### src/rtl/m_st7789_sched.sv
// m_st7789_sched
// Byte-level scheduler for the ST7789 SPI link. Drives the single byte sender
// with, in order: the panel reset pulse and init command list, then a
// continuous frame stream (window commands + RGB565 pixels from vmem), with an
// optional MADCTL update injected only between frames.
//
// Ports
//   w_clk         system clock
//   w_rst         synchronous active-high reset
//   w_busy        byte sender busy
//   w_en          one-cycle byte-send strobe
//   w_data        {DC, byte}; DC=0 command, DC=1 data; held between issues
//   w_raddr       vmem read address {y, x}
//   w_rdata       vmem pixel, valid 2 cycles after w_raddr changes
//   w_RES         panel reset, active-low
//   w_cfg_req     MADCTL update request (level, held until w_cfg_ack)
//   w_cfg_val     MADCTL parameter byte
//   w_cfg_ack     pulses in the cycle the MADCTL parameter byte is issued
//   w_init_done   high once the init list has been sent
//   w_frame_done  one-cycle pulse per completed frame
//
// PIX_W / PIX_H default to the 240x240 panel; they also set the window end
// bytes of the per-frame window list.
module m_st7789_sched #(
    parameter int unsigned RST_LO_START = 10000,
    parameter int unsigned RST_LO_END   = 20000,
    parameter int unsigned INIT_START   = 30000,
    parameter int unsigned INIT_GAP     = 2048,
    parameter int unsigned PIX_W        = 240,
    parameter int unsigned PIX_H        = 240
) (
    input  logic        w_clk,
    input  logic        w_rst,
    input  logic        w_busy,
    output logic        w_en,
    output logic [8:0]  w_data,
    output logic [15:0] w_raddr,
    input  logic [15:0] w_rdata,
    output logic        w_RES,
    input  logic        w_cfg_req,
    input  logic [7:0]  w_cfg_val,
    output logic        w_cfg_ack,
    output logic        w_init_done,
    output logic        w_frame_done
);

    typedef enum logic [2:0] {
        S_RST,
        S_INIT,
        S_WIN,
        S_PIX,
        S_FDONE,
        S_CFG
    } state_t;

    localparam logic [7:0] X_END = 8'(PIX_W - 1);
    localparam logic [7:0] Y_END = 8'(PIX_H - 1);

    state_t      state, state_n;
    logic [31:0] cnt, cnt_n, cnt_inc;
    logic [4:0]  idx, idx_n;
    logic        lo, lo_n;
    logic [1:0]  px_wait, px_wait_n;
    logic [7:0]  x, x_n, y, y_n;
    logic [7:0]  cfg, cfg_n;
    logic        en_q;
    logic [8:0]  data_q;
    logic        init_done, init_done_n;
    logic        want;
    logic [8:0]  cur_byte;

    function automatic logic [8:0] init_byte(input logic [4:0] i);
        case (i)
            5'd0:  return 9'h001;
            5'd1:  return 9'h011;
            5'd2:  return 9'h03A;
            5'd3:  return 9'h155;
            5'd4:  return 9'h036;
            5'd5:  return 9'h100;
            5'd6:  return 9'h02A;
            5'd10: return 9'h1EF;
            5'd11: return 9'h02B;
            5'd15: return 9'h1EF;
            5'd16: return 9'h021;
            5'd17: return 9'h013;
            5'd18: return 9'h029;
            default: return 9'h100;
        endcase
    endfunction

    function automatic logic [8:0] win_byte(input logic [4:0] i);
        case (i)
            5'd0:  return 9'h02A;
            5'd4:  return {1'b1, X_END};
            5'd5:  return 9'h02B;
            5'd9:  return {1'b1, Y_END};
            5'd10: return 9'h02C;
            default: return 9'h100;
        endcase
    endfunction

    always_ff @(posedge w_clk) begin
        if (w_rst) begin
            state     <= S_RST;
            cnt       <= '0;
            idx       <= '0;
            lo        <= 1'b0;
            px_wait   <= '0;
            x         <= '0;
            y         <= '0;
            cfg       <= '0;
            en_q      <= 1'b0;
            data_q    <= '0;
            init_done <= 1'b0;
        end else begin
            state     <= state_n;
            cnt       <= cnt_n;
            idx       <= idx_n;
            lo        <= lo_n;
            px_wait   <= px_wait_n;
            x         <= x_n;
            y         <= y_n;
            cfg       <= cfg_n;
            en_q      <= w_en;
            data_q    <= w_data;
            init_done <= init_done_n;
        end
    end

    always_comb begin
        cnt_inc     = (cnt == '1) ? cnt : cnt + 32'd1;
        want        = 1'b0;
        cur_byte    = data_q;
        state_n     = state;
        cnt_n       = cnt;
        idx_n       = idx;
        lo_n        = lo;
        px_wait_n   = (px_wait != '0) ? px_wait - 2'd1 : px_wait;
        x_n         = x;
        y_n         = y;
        cfg_n       = cfg;
        init_done_n = init_done;

        // Byte source for the current state; issue is gated below.
        case (state)
            S_INIT: begin
                want     = (cnt >= INIT_GAP);
                cur_byte = init_byte(idx);
            end
            S_WIN: begin
                want     = 1'b1;
                cur_byte = win_byte(idx);
            end
            S_PIX: begin
                // Hold off the high byte until the read pipeline has caught up
                // with the new address, independent of how fast the sender is.
                want     = (px_wait == '0);
                cur_byte = {1'b1, lo ? w_rdata[7:0] : w_rdata[15:8]};
            end
            S_CFG: begin
                want     = 1'b1;
                cur_byte = (idx == '0) ? 9'h036 : {1'b1, cfg};
            end
            default: ;
        endcase

        w_en         = want && !w_busy && !en_q;
        w_data       = w_en ? cur_byte : data_q;
        w_RES        = !((state == S_RST) && (cnt >= RST_LO_START) && (cnt < RST_LO_END));
        w_cfg_ack    = (state == S_CFG) && (idx != '0) && w_en;
        w_frame_done = (state == S_FDONE);
        w_init_done  = init_done;
        w_raddr      = {y, x};

        case (state)
            S_RST: begin
                cnt_n = cnt_inc;
                if (cnt >= INIT_START) state_n = S_INIT;
            end
            S_INIT: begin
                // Counter restarts at 1 on each issue so it measures the gap.
                cnt_n = w_en ? 32'd1 : cnt_inc;
                if (w_en) begin
                    if (idx == 5'd18) begin
                        idx_n       = '0;
                        init_done_n = 1'b1;
                        state_n     = S_WIN;
                    end else begin
                        idx_n = idx + 5'd1;
                    end
                end
            end
            S_WIN: begin
                if (w_en) begin
                    if (idx == 5'd10) begin
                        idx_n   = '0;
                        lo_n    = 1'b0;
                        state_n = S_PIX;
                    end else begin
                        idx_n = idx + 5'd1;
                    end
                end
            end
            S_PIX: begin
                if (w_en) begin
                    if (!lo) begin
                        lo_n = 1'b1;
                    end else begin
                        lo_n      = 1'b0;
                        px_wait_n = 2'd3;
                        if (x == X_END) begin
                            x_n = '0;
                            if (y == Y_END) begin
                                y_n     = '0;
                                state_n = S_FDONE;
                            end else begin
                                y_n = y + 8'd1;
                            end
                        end else begin
                            x_n = x + 8'd1;
                        end
                    end
                end
            end
            S_FDONE: begin
                idx_n = '0;
                if (w_cfg_req) begin
                    cfg_n   = w_cfg_val;
                    state_n = S_CFG;
                end else begin
                    state_n = S_WIN;
                end
            end
            S_CFG: begin
                if (w_en) begin
                    if (idx == '0) begin
                        idx_n = 5'd1;
                    end else begin
                        idx_n   = '0;
                        state_n = S_WIN;
                    end
                end
            end
            default: state_n = S_RST;
        endcase
    end

endmodule

### config.mk
export PLATFORM = sky130hd
export DESIGN_NAME = m_st7789_sched
export DESIGN_NICKNAME = d
export VERILOG_FILES = /design/src/rtl/m_st7789_sched.sv
export SDC_FILE = /design/constraint.sdc
export NUM_CORES = 1
export LEC_CHECK = 0
export CAP_MARGIN = 20
export CORE_MARGIN = 3
export CORE_UTILIZATION = 35
export CTS_BUF_LIST = sky130_fd_sc_hd__clkbuf_4 sky130_fd_sc_hd__clkbuf_8
export DETAILED_ROUTE_END_ITERATION = 7
export HOLD_SLACK_MARGIN = 0.1
export PLACE_DENSITY = 0.58
export SLEW_MARGIN = 20
export SYNTH_ARGS = -nofsm -noshare
export SYNTH_HDL_FRONTEND = slang
export SYNTH_SLANG_ARGS = --single-unit
export TNS_END_PERCENT = 30
### constraint.sdc
create_clock -name w_clk -period 2.55 [get_ports w_clk]
set_clock_uncertainty 0.1 [all_clocks]
set_input_delay 0.3825 -clock w_clk [delete_from_list [all_inputs] [get_ports w_clk]]
set_output_delay 0.3825 -clock w_clk [all_outputs]
set_load 0.02 [all_outputs]
density.png
(3 px per um) The die is cut into 12 by 12 equal tiles; dark blue is low, red is high, 0 to 100% covered.
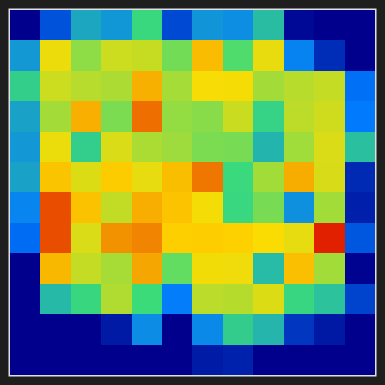
mean over tiles = 47%
nearly empty tiles = 16%
emptiest ninth of the die = lower left
tiles over 75% full = 16%
densest ninth of the die = centre

drive_strength.png
(3 px per um)
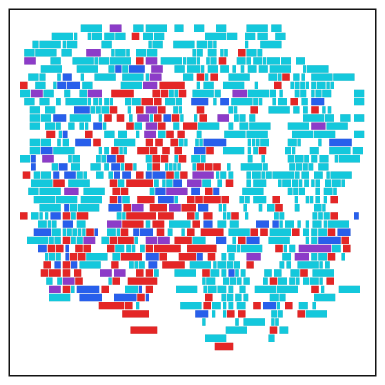
drive 6 and up -> purple  # cells 34, share 4.4%, most used buf_6
drive 2 -> blue  # cells 68, share 8.8%
drive 3 to 4 -> red  # cells 158, share 20%, most used buf_4
drive 1 or less -> cyan  # cells 513, share 66%, most used nor2_1
bufs w/o clock: 194
Final Cell Area: 7130 um^2
Area growth syn-to-layout: 52.2%
PnR worst setup slack: -0.209 ns

==> qor.txt <==
Max-Cap Viols: 0
Comb pwr: 627 uW
Outcome: finished with violations
Seq/Total Area, Yosys: 0.372
CP Capture Point: w_data[0]
DPL Wire Length: 10200 um
FF/Latch Area: 1750 um^2
PwrDens: 425 nW/um^2
Fin crit share: 1.08
Post-synthesis cell area: 4680 um^2
Fraction of layout cells with a size suffix above 1: 0.336
Power Clock: 998 uW
Tool warnings: 34
Internal power: 2150 uW
CP bufs+invs: 3
Uppermost layer routed: met4
Final min period: 2.76 ns
Core Box Area: 12800 um^2
#MultiIn Comb: 457
Failing checks: negative setup slack
GRT Util Overall: 0.192
Levels on crit path: 9
Hold Crit Endpoint: px_wait[1]
Setup crit end kind: output pin
Synth cell count leaders: nor2_1 (106), dfxtp_1 (87), nand2_1 (41)
Prevailing post-synth register cell: dfxtp_1
Ys Warns: 0
Sw Share: 0.289
Final count of negative-setup-slack endpoints: 7
Final Core Density: 0.556
Post-synthesis compound-gate area fraction: 0.154
Crit path required time: 2.07 ns
Starting DRT DRC Count: 332
Seq. pwr: 1400 uW
Post-Synth Adder-Cell Area: 0.0214
PnR worst setup slack: -0.209 ns
No activity file was given, so power comes from the tool's default toggle rates.
